File: src/rtl/vram_arbiter_if.sv
// vram_arbiter_if: bundles the requester handshakes and the VRAM command/return bus
// of the VRAM arbiter.
//   display fetch : disp_req, disp_addr[14:0] -> disp_ack, disp_rvalid
//   sprite fetch  : spr_req,  spr_addr[14:0]  -> spr_ack,  spr_rvalid
//   cpu data port : cpu_req, cpu_we, cpu_addr[16:0], cpu_wdata[7:0]
//                   -> cpu_ack, cpu_rvalid, cpu_rdata[7:0]
//   shared return : rd_data[31:0]
//   vram          : ram_addr[14:0], ram_we, ram_be[3:0], ram_wdata[31:0] <- ram_rdata[31:0]
// Modport slave is taken by the arbiter; master by whoever drives requests and models the RAM.
interface vram_arbiter_if;
    logic        disp_req;
    logic [14:0] disp_addr;
    logic        disp_ack;
    logic        disp_rvalid;

    logic        spr_req;
    logic [14:0] spr_addr;
    logic        spr_ack;
    logic        spr_rvalid;

    logic [31:0] rd_data;

    logic        cpu_req;
    logic        cpu_we;
    logic [16:0] cpu_addr;
    logic [7:0]  cpu_wdata;
    logic        cpu_ack;
    logic        cpu_rvalid;
    logic [7:0]  cpu_rdata;

    logic [14:0] ram_addr;
    logic        ram_we;
    logic [3:0]  ram_be;
    logic [31:0] ram_wdata;
    logic [31:0] ram_rdata;

    modport slave (
        input  disp_req, disp_addr, spr_req, spr_addr,
        input  cpu_req, cpu_we, cpu_addr, cpu_wdata, ram_rdata,
        output disp_ack, disp_rvalid, spr_ack, spr_rvalid, rd_data,
        output cpu_ack, cpu_rvalid, cpu_rdata,
        output ram_addr, ram_we, ram_be, ram_wdata
    );

    modport master (
        output disp_req, disp_addr, spr_req, spr_addr,
        output cpu_req, cpu_we, cpu_addr, cpu_wdata, ram_rdata,
        input  disp_ack, disp_rvalid, spr_ack, spr_rvalid, rd_data,
        input  cpu_ack, cpu_rvalid, cpu_rdata,
        input  ram_addr, ram_we, ram_be, ram_wdata
    );
endinterface

File: src/rtl/vram_arbiter.sv
// vram_arbiter: single-port VRAM access arbiter for display fetch, sprite fetch and CPU.
// Fixed priority display > sprite > CPU; a requester whose ack is high this cycle is not
// eligible, so no requester is granted on consecutive cycles. The winner of cycle N sees
// its ack and the registered RAM command in N+1; read data returns in N+2 with rvalid.
// Ports:
//   clk25 - 25 MHz system clock
//   rst   - asynchronous active-high reset
//   bus   - vram_arbiter_if.slave (requester handshakes, read return, RAM command bus)
// Parameter STARVE_LIMIT (1..15): losing cycles before a waiting CPU overrides priority.
// Optional feature macro: VRAM_ARB_STARVE_GUARD_EN enables the CPU anti-starvation guard;
// without it priority is strict and the CPU may starve.
module vram_arbiter #(
    parameter int unsigned STARVE_LIMIT = 8
) (
    input logic           clk25,
    input logic           rst,
    vram_arbiter_if.slave bus
);

    if (STARVE_LIMIT < 1 || STARVE_LIMIT > 15) begin : gen_bad_limit
        $error("vram_arbiter: STARVE_LIMIT must be within 1..15");
    end

    // Registered grant pulses and RAM command
    logic        disp_ack_q, spr_ack_q, cpu_ack_q;
    logic [14:0] ram_addr_q, ram_addr_d;
    logic        ram_we_q, ram_we_d;
    logic [3:0]  ram_be_q, ram_be_d;
    logic [31:0] ram_wdata_q, ram_wdata_d;

    // Read tags: stage 1 travels with the command, stage 2 lines up with ram_rdata
    logic        rd1_disp_q, rd1_spr_q, rd1_cpu_q;
    logic [1:0]  lane1_q, lane1_d;
    logic        rd2_disp_q, rd2_spr_q, rd2_cpu_q;
    logic [1:0]  lane2_q;

    logic disp_el, spr_el, cpu_el;
    logic win_disp, win_spr, win_cpu;

    // An ack in flight masks the request of the same requester
    assign disp_el = bus.disp_req & ~disp_ack_q;
    assign spr_el  = bus.spr_req  & ~spr_ack_q;
    assign cpu_el  = bus.cpu_req  & ~cpu_ack_q;

`ifdef VRAM_ARB_STARVE_GUARD_EN
    localparam logic [3:0] Limit = 4'(STARVE_LIMIT);

    logic [3:0] starve_cnt_q, starve_cnt_d;
    logic       starve_hit;

    assign starve_hit = cpu_el && (starve_cnt_q >= Limit);

    always_comb begin
        win_disp = disp_el & ~starve_hit;
        win_spr  = spr_el & ~disp_el & ~starve_hit;
        win_cpu  = cpu_el & (starve_hit | (~disp_el & ~spr_el));
    end

    always_comb begin
        starve_cnt_d = starve_cnt_q;
        if (!bus.cpu_req || win_cpu) begin
            starve_cnt_d = '0;
        end else if (cpu_el && (starve_cnt_q < Limit)) begin
            // Eligible but lost this cycle
            starve_cnt_d = starve_cnt_q + 4'd1;
        end
    end

    always_ff @(posedge clk25 or posedge rst) begin
        if (rst) begin
            starve_cnt_q <= '0;
        end else begin
            starve_cnt_q <= starve_cnt_d;
        end
    end
`else
    always_comb begin
        win_disp = disp_el;
        win_spr  = spr_el & ~disp_el;
        win_cpu  = cpu_el & ~disp_el & ~spr_el;
    end
`endif

    // Next RAM command; address and write data hold when nobody wins
    always_comb begin
        ram_addr_d  = ram_addr_q;
        ram_wdata_d = ram_wdata_q;
        ram_we_d    = 1'b0;
        ram_be_d    = 4'b0000;
        lane1_d     = lane1_q;
        if (win_disp) begin
            ram_addr_d = bus.disp_addr;
        end else if (win_spr) begin
            ram_addr_d = bus.spr_addr;
        end else if (win_cpu) begin
            ram_addr_d = bus.cpu_addr[16:2];
            lane1_d    = bus.cpu_addr[1:0];
            if (bus.cpu_we) begin
                ram_we_d    = 1'b1;
                ram_be_d    = 4'b0001 << bus.cpu_addr[1:0];
                ram_wdata_d = {4{bus.cpu_wdata}};
            end
        end
    end

    always_ff @(posedge clk25 or posedge rst) begin
        if (rst) begin
            disp_ack_q  <= 1'b0;
            spr_ack_q   <= 1'b0;
            cpu_ack_q   <= 1'b0;
            ram_addr_q  <= '0;
            ram_we_q    <= 1'b0;
            ram_be_q    <= '0;
            ram_wdata_q <= '0;
            rd1_disp_q  <= 1'b0;
            rd1_spr_q   <= 1'b0;
            rd1_cpu_q   <= 1'b0;
            lane1_q     <= '0;
            rd2_disp_q  <= 1'b0;
            rd2_spr_q   <= 1'b0;
            rd2_cpu_q   <= 1'b0;
            lane2_q     <= '0;
        end else begin
            disp_ack_q  <= win_disp;
            spr_ack_q   <= win_spr;
            cpu_ack_q   <= win_cpu;
            ram_addr_q  <= ram_addr_d;
            ram_we_q    <= ram_we_d;
            ram_be_q    <= ram_be_d;
            ram_wdata_q <= ram_wdata_d;
            rd1_disp_q  <= win_disp;
            rd1_spr_q   <= win_spr;
            rd1_cpu_q   <= win_cpu & ~bus.cpu_we;
            lane1_q     <= lane1_d;
            rd2_disp_q  <= rd1_disp_q;
            rd2_spr_q   <= rd1_spr_q;
            rd2_cpu_q   <= rd1_cpu_q;
            lane2_q     <= lane1_q;
        end
    end

    assign bus.disp_ack    = disp_ack_q;
    assign bus.spr_ack     = spr_ack_q;
    assign bus.cpu_ack     = cpu_ack_q;
    assign bus.disp_rvalid = rd2_disp_q;
    assign bus.spr_rvalid  = rd2_spr_q;
    assign bus.cpu_rvalid  = rd2_cpu_q;
    assign bus.rd_data     = bus.ram_rdata;
    // Gated so the byte port reads 0 outside a CPU return (and during reset)
    assign bus.cpu_rdata   = rd2_cpu_q ? bus.ram_rdata[{lane2_q, 3'b000} +: 8] : 8'h00;
    assign bus.ram_addr    = ram_addr_q;
    assign bus.ram_we      = ram_we_q;
    assign bus.ram_be      = ram_be_q;
    assign bus.ram_wdata   = ram_wdata_q;

endmodule

File: src/flat_wrapper.sv
// flat-port wrapper written by rule: the top's interface ports become plain ports
module vram_arbiter_flat 
#(
    parameter int unsigned STARVE_LIMIT = 8
)
  (clk25, rst, bus_disp_req, bus_disp_addr, bus_spr_req, bus_spr_addr, bus_cpu_req, bus_cpu_we, bus_cpu_addr, bus_cpu_wdata, bus_ram_rdata, bus_disp_ack, bus_disp_rvalid, bus_spr_ack, bus_spr_rvalid, bus_rd_data, bus_cpu_ack, bus_cpu_rvalid, bus_cpu_rdata, bus_ram_addr, bus_ram_we, bus_ram_be, bus_ram_wdata);
  vram_arbiter_if bus_i ();
  input logic clk25;
  input logic rst;
  input wire logic [$bits(bus_i.disp_req)-1:0] bus_disp_req;
  input wire logic [$bits(bus_i.disp_addr)-1:0] bus_disp_addr;
  input wire logic [$bits(bus_i.spr_req)-1:0] bus_spr_req;
  input wire logic [$bits(bus_i.spr_addr)-1:0] bus_spr_addr;
  input wire logic [$bits(bus_i.cpu_req)-1:0] bus_cpu_req;
  input wire logic [$bits(bus_i.cpu_we)-1:0] bus_cpu_we;
  input wire logic [$bits(bus_i.cpu_addr)-1:0] bus_cpu_addr;
  input wire logic [$bits(bus_i.cpu_wdata)-1:0] bus_cpu_wdata;
  input wire logic [$bits(bus_i.ram_rdata)-1:0] bus_ram_rdata;
  output wire logic [$bits(bus_i.disp_ack)-1:0] bus_disp_ack;
  output wire logic [$bits(bus_i.disp_rvalid)-1:0] bus_disp_rvalid;
  output wire logic [$bits(bus_i.spr_ack)-1:0] bus_spr_ack;
  output wire logic [$bits(bus_i.spr_rvalid)-1:0] bus_spr_rvalid;
  output wire logic [$bits(bus_i.rd_data)-1:0] bus_rd_data;
  output wire logic [$bits(bus_i.cpu_ack)-1:0] bus_cpu_ack;
  output wire logic [$bits(bus_i.cpu_rvalid)-1:0] bus_cpu_rvalid;
  output wire logic [$bits(bus_i.cpu_rdata)-1:0] bus_cpu_rdata;
  output wire logic [$bits(bus_i.ram_addr)-1:0] bus_ram_addr;
  output wire logic [$bits(bus_i.ram_we)-1:0] bus_ram_we;
  output wire logic [$bits(bus_i.ram_be)-1:0] bus_ram_be;
  output wire logic [$bits(bus_i.ram_wdata)-1:0] bus_ram_wdata;
  assign bus_i.disp_req = bus_disp_req;
  assign bus_i.disp_addr = bus_disp_addr;
  assign bus_i.spr_req = bus_spr_req;
  assign bus_i.spr_addr = bus_spr_addr;
  assign bus_i.cpu_req = bus_cpu_req;
  assign bus_i.cpu_we = bus_cpu_we;
  assign bus_i.cpu_addr = bus_cpu_addr;
  assign bus_i.cpu_wdata = bus_cpu_wdata;
  assign bus_i.ram_rdata = bus_ram_rdata;
  assign bus_disp_ack = bus_i.disp_ack;
  assign bus_disp_rvalid = bus_i.disp_rvalid;
  assign bus_spr_ack = bus_i.spr_ack;
  assign bus_spr_rvalid = bus_i.spr_rvalid;
  assign bus_rd_data = bus_i.rd_data;
  assign bus_cpu_ack = bus_i.cpu_ack;
  assign bus_cpu_rvalid = bus_i.cpu_rvalid;
  assign bus_cpu_rdata = bus_i.cpu_rdata;
  assign bus_ram_addr = bus_i.ram_addr;
  assign bus_ram_we = bus_i.ram_we;
  assign bus_ram_be = bus_i.ram_be;
  assign bus_ram_wdata = bus_i.ram_wdata;
  vram_arbiter #(.STARVE_LIMIT(STARVE_LIMIT)) u_core (.clk25(clk25), .rst(rst), .bus(bus_i));
endmodule
File: config.mk
export PLATFORM = sky130hd
export DESIGN_NAME = vram_arbiter_flat
export DESIGN_NICKNAME = d
export VERILOG_FILES = /design/src/rtl/vram_arbiter_if.sv /design/src/rtl/vram_arbiter.sv /design/src/flat_wrapper.sv
export SDC_FILE = /design/constraint.sdc
export NUM_CORES = 1
export LEC_CHECK = 0
export CAP_MARGIN = 15
export CORE_MARGIN = 4
export CORE_UTILIZATION = 37
export CTS_CLUSTER_DIAMETER = 50
export CTS_CLUSTER_SIZE = 8
export DETAILED_ROUTE_END_ITERATION = 6
export GPL_ROUTABILITY_DRIVEN = 0
export PLACE_DENSITY = 0.95
export RECOVER_POWER = 50
export SLEW_MARGIN = 20
export SYNTH_ARGS = -nofsm -noshare
export SYNTH_HDL_FRONTEND = slang
export SYNTH_SLANG_ARGS = --single-unit
File: constraint.sdc
create_clock -name clk25 -period 3.2 [get_ports clk25]
set_input_delay 0.64 -clock clk25 [delete_from_list [all_inputs] [get_ports clk25]]
set_output_delay 0.64 -clock clk25 [all_outputs]
set_load 0.05 [all_outputs]
==> images/metal_stack.png <==
The bar under the picture is 20 um long. Two of the layers only.
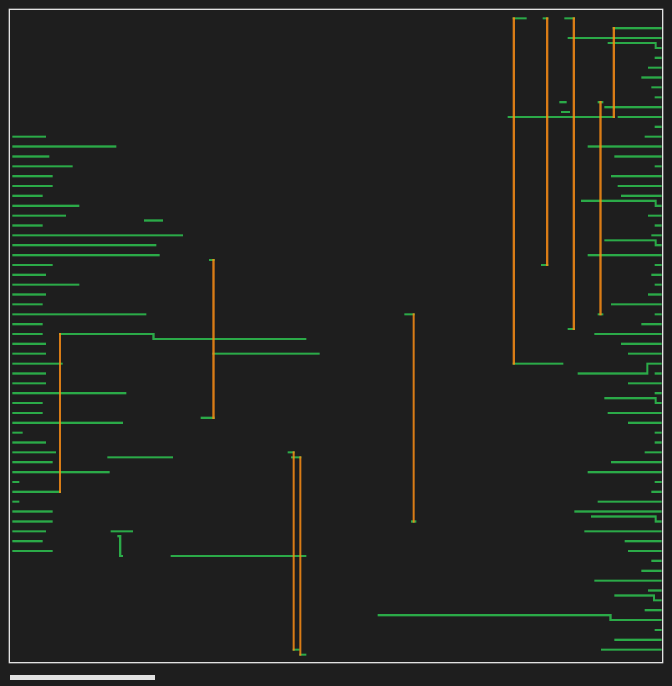
met3: drawn in green, wire length 761 um. met4: drawn in orange, wire length 292 um.

==> images/zoom.png <==
The bar under the picture is 5 um long. Window x 57 to 77, y 57 to 77 um. Cells in gray, sequential cells in the stronger gray; small squares are vias.
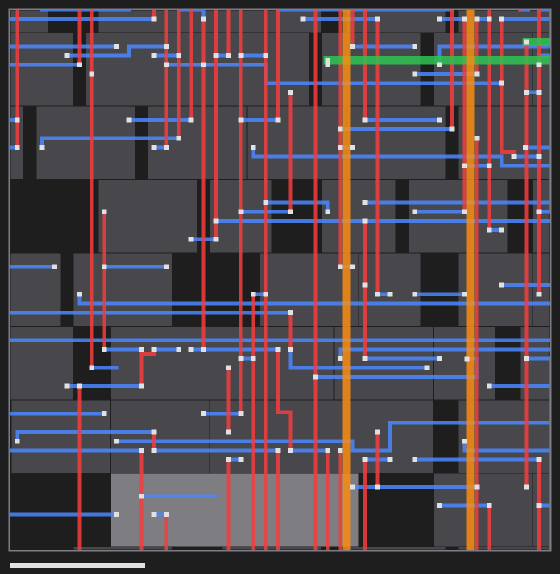
met2: drawn in red. met4: drawn in orange. met3: drawn in green. met1: drawn in blue.
Sequential cells in the window: 1. Most frequent: clkdlybuf4s50_1 (18), and2_1 (3), mux4_2 (3). 27 logic cells have their middle in the window. Netlist names of flops here include `u_core.lane2_q` (1).

==> images/wire_density.png <==
18 x 18 tiles, from white (low) to dark blue (high), scaled to the fullest tile. Values are wire area over tile area, all layers added.
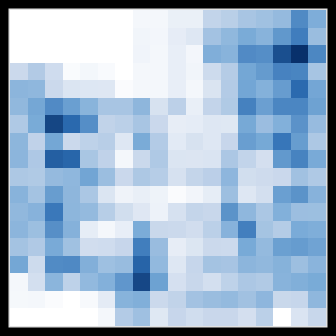
The fullest tile reaches 0.54. The mean over all tiles is 0.17. 18% of the tiles are over half the peak. 9.0% of the tiles are nearly empty.

==> images/met1.png <==
The bar under the picture is 20 um long.
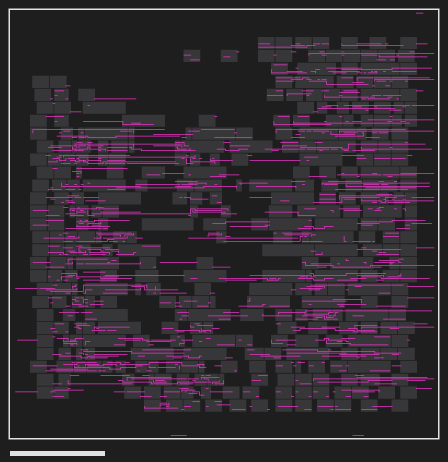
The wires run mostly horizontal. The layer holds 36% of the routed length. The longest straight run is 27.6 um. The layer carries 2,910 um of wire.

==> CHANGELOG.md <==
### Changed

* Status: finished clean
* Worst VDD drop at ~0.33 mV
* Initial antenna violation count at 0
* Global-route congestion overflow total at 0
* Synth cell types at 29
* Final hold violation count at 0
* CTS root buffer: clkbuf_8
* PwrDens at ~590 nW/um2
* Core area at 6420 um2
* Sequential cell area at 976 um2
* WHS Path Cells at 0
* Net Count, Synth at about 320
* DIE AREA at 8080 um2
* RSZ-0062 raised after global routing: no
* Synthesis warning total at 0
* Post-synthesis cell count at around 230
* H-tree depth at 2
* Type of the worst setup path: input port to flop
* Fin crit period at between 2 and 3 ns
* Max FO, Critical Path at 32
* Skew final at roughly 0.01 ns
* CTS-repair resized insts at 0
* Pre-antenna DRT Iters at 4
* Number of I/O port buffers at between 150 and 200
* N_diodes at 0
* # nets final at 451
* Drt total wl at about 8200 um
* Clk buf depth at 2
* CP Data Required Time at between 3 and 4 ns
* CTS tree: built
* Num rows at 29
* Max Slew Vio Count at 0
* Layout cells sized above 1 at 0.103
* Number of hold buffers added after cts at 0
* Vias in the first global route at ~2,300
* Wire length per cell at around 19 um
* Post-layout period usage at 0.829
* Top-Level Pins at ~190
* Final setup TNS at 0 ns
* Clock latency on the worst-skew pair at between 0.2 and 0.3 ns
* Syn avg cell area at approximately 11 um2
* Top cells excl fill/tap: clkdlybuf4s50_1 (153), dfrtp_1 (39), dlygate4sd3_1 (29)
* Tool Warnings at 26
* Number of remaining DRC errors at 0
* Clock transition at path regs at roughly 0.060 ns
* Comb area at 960 um2
* Worst Path Arrival at approximately 2.8 ns
* Finish-stage setup viols at 0
* Max Fclk at 377 MHz
* PnR Total Power at around 0.0024 W
* Clock sinks at 39
* Mapped Area at about 2500 um2
* DRT iter0 DRCs at 42
* P&R area growth vs syn at 64.4%
* DR vias/cell at a little over 5
* Global Route Usage Sum at 0.196
* Min-delay worst type: flop to flop
* Max-cap violation count at 0
* Slew margin rel. at 0.412
* CP Launch Type: input port
* Detail Route Antenna Nets at 0
* P_leak at about 1.7 nW
* Post-CTS setup buffer count at 0
* Ys cells at ~230
* Post-synth seq share at 0.393
* R2R depth at 5
* Die Y-Extent at 89.9 um
* Final design utilization at 0.635
* CTS buffer count at 5
* Die Width at between 80 and 90 um
* HPWL after detailed placement at 6750 um
* Least-Margin Pin Slew at 0.882 ns
* Critical Path Sink Type: flop
* Yosys reg bits at 39
* Most numerous logic cell after layout: clkdlybuf4s50_1
* Fp_density at 0.386
* Fillcell total at 511
* Hold Slack at 0.361 ns
* Via count at between 2,000 and 2,500
* Largest net degree at the start of global routing at 33
* Yosys chip area at approximately 2500 um2
* First-pass GRT wire length at around 13,000 um
==> state kept, by name, indices dropped and copies added, names as in the netlist <==
signal,cells
u_core.bus.spr_rvalid,1
u_core.bus.ram_addr,15
u_core.bus.ram_wdata,8
u_core.lane1_q,2
u_core.bus.spr_ack,1
u_core.bus.ram_we,1
u_core.rd1_cpu_q,1
u_core.bus.disp_rvalid,1
u_core.lane2_q,2
u_core.bus.ram_be,4
u_core.bus.cpu_ack,1
u_core.bus.disp_ack,1
u_core.bus.cpu_rvalid,1
==> cell usage after synthesis, drive strengths merged <==
cell type,count,area (um2)
and2,8,50.1
inv,3,11.3
mux2,10,113
and3,1,6.26
buf,65,484
a211oi,15,113
clkbuf,6,23.8
and2b,2,17.5
o31ai,15,113
dfrtp,39,976
nor3,3,37.5
nor3b,2,15.0
nor4,1,6.26
nand2b,3,28.8
and3b,15,131
nand4,16,115
nor2,16,60.1
mux4,8,180
==> power by group <==
group,internal (W),switching [W],total (W)
sequential,0.000570,0.0000827,0.000653
clock,0.000312,0.000166,0.000478
combinational,0.000478,0.000819,0.00130
==> per-layer routing <==
layer / wire length [um] / global-route usage / vias to the layer above
li1: - / - / 1031
met1: 2910 / 0.200 / 1051
met2: 4190 / 0.365 / 139
met3: 761 / 0.0651 / 21
met4: 292 / 0.0842 / 0
met5: 0 / 0 / -
==> critical path, cell delays in order <==
cell	delay [ns]
dlygate4sd3_1	0.57
nand2b_4	0.29
inv_1	0.39
nor3_1	0.53
mux2_1	0.37
==> metrics by stage <==
| step | std cells | worst slack [ns] | cell area (um2) |
|---|---|---|---|
| finish | 436 | 0.548 | 4080 |
| CTS | 436 | 0.549 | 4110 |
| global route | 436 | 0.372 | 4080 |
| global placement | 428 | 0.549 | 3980 |
| floorplan | 228 | 1.16 | 2480 |
| detailed placement | 428 | 0.551 | 3980 |
==> worst paths after layout <==
kind                       slack [ns]                                   end                    startpoint
max                              0.55         u_core.lane1_q[1]$_DFFE_PP0P_                  bus_disp_req
min                              0.36       u_core.bus.cpu_rvalid$_DFF_PP0_    u_core.rd1_cpu_q$_DFF_PP0_
max reg2reg                      1.04  u_core.bus.ram_wdata[28]$_DFFE_PP0P_  u_core.bus.spr_ack$_DFF_PP0_
min reg2reg                      0.36       u_core.bus.cpu_rvalid$_DFF_PP0_    u_core.rd1_cpu_q$_DFF_PP0_
max in group asynchronous        1.16  u_core.bus.ram_wdata[28]$_DFFE_PP0P_                           rst
min in group asynchronous        0.85           u_core.bus.ram_we$_DFF_PP0_                           rst
==> cells by family (layout without fill, tap and decap cells) <==
kind of cell           count (synthesis)  after routing  share of synthesized area
AND-OR/OR-AND                         30             30                     0.0908
AND/OR/NAND/NOR                       67             67                      0.189
buffers and inverters                 74            205                      0.209
flip-flops                            39             39                      0.393
multiplexers                          18             18                      0.118
==> cell type report <==
class,instances,share of cell area
Clock buffer,6,0.0178
Sequential cell,39,0.239
Timing Repair Buffer,194,0.467
Clock inverter,2,0.0147
Inverter,3,0.00276
Tap cell,77,0.0236
Multi-Input combinational cell,115,0.235
Power and IR drop assume default switching activity.
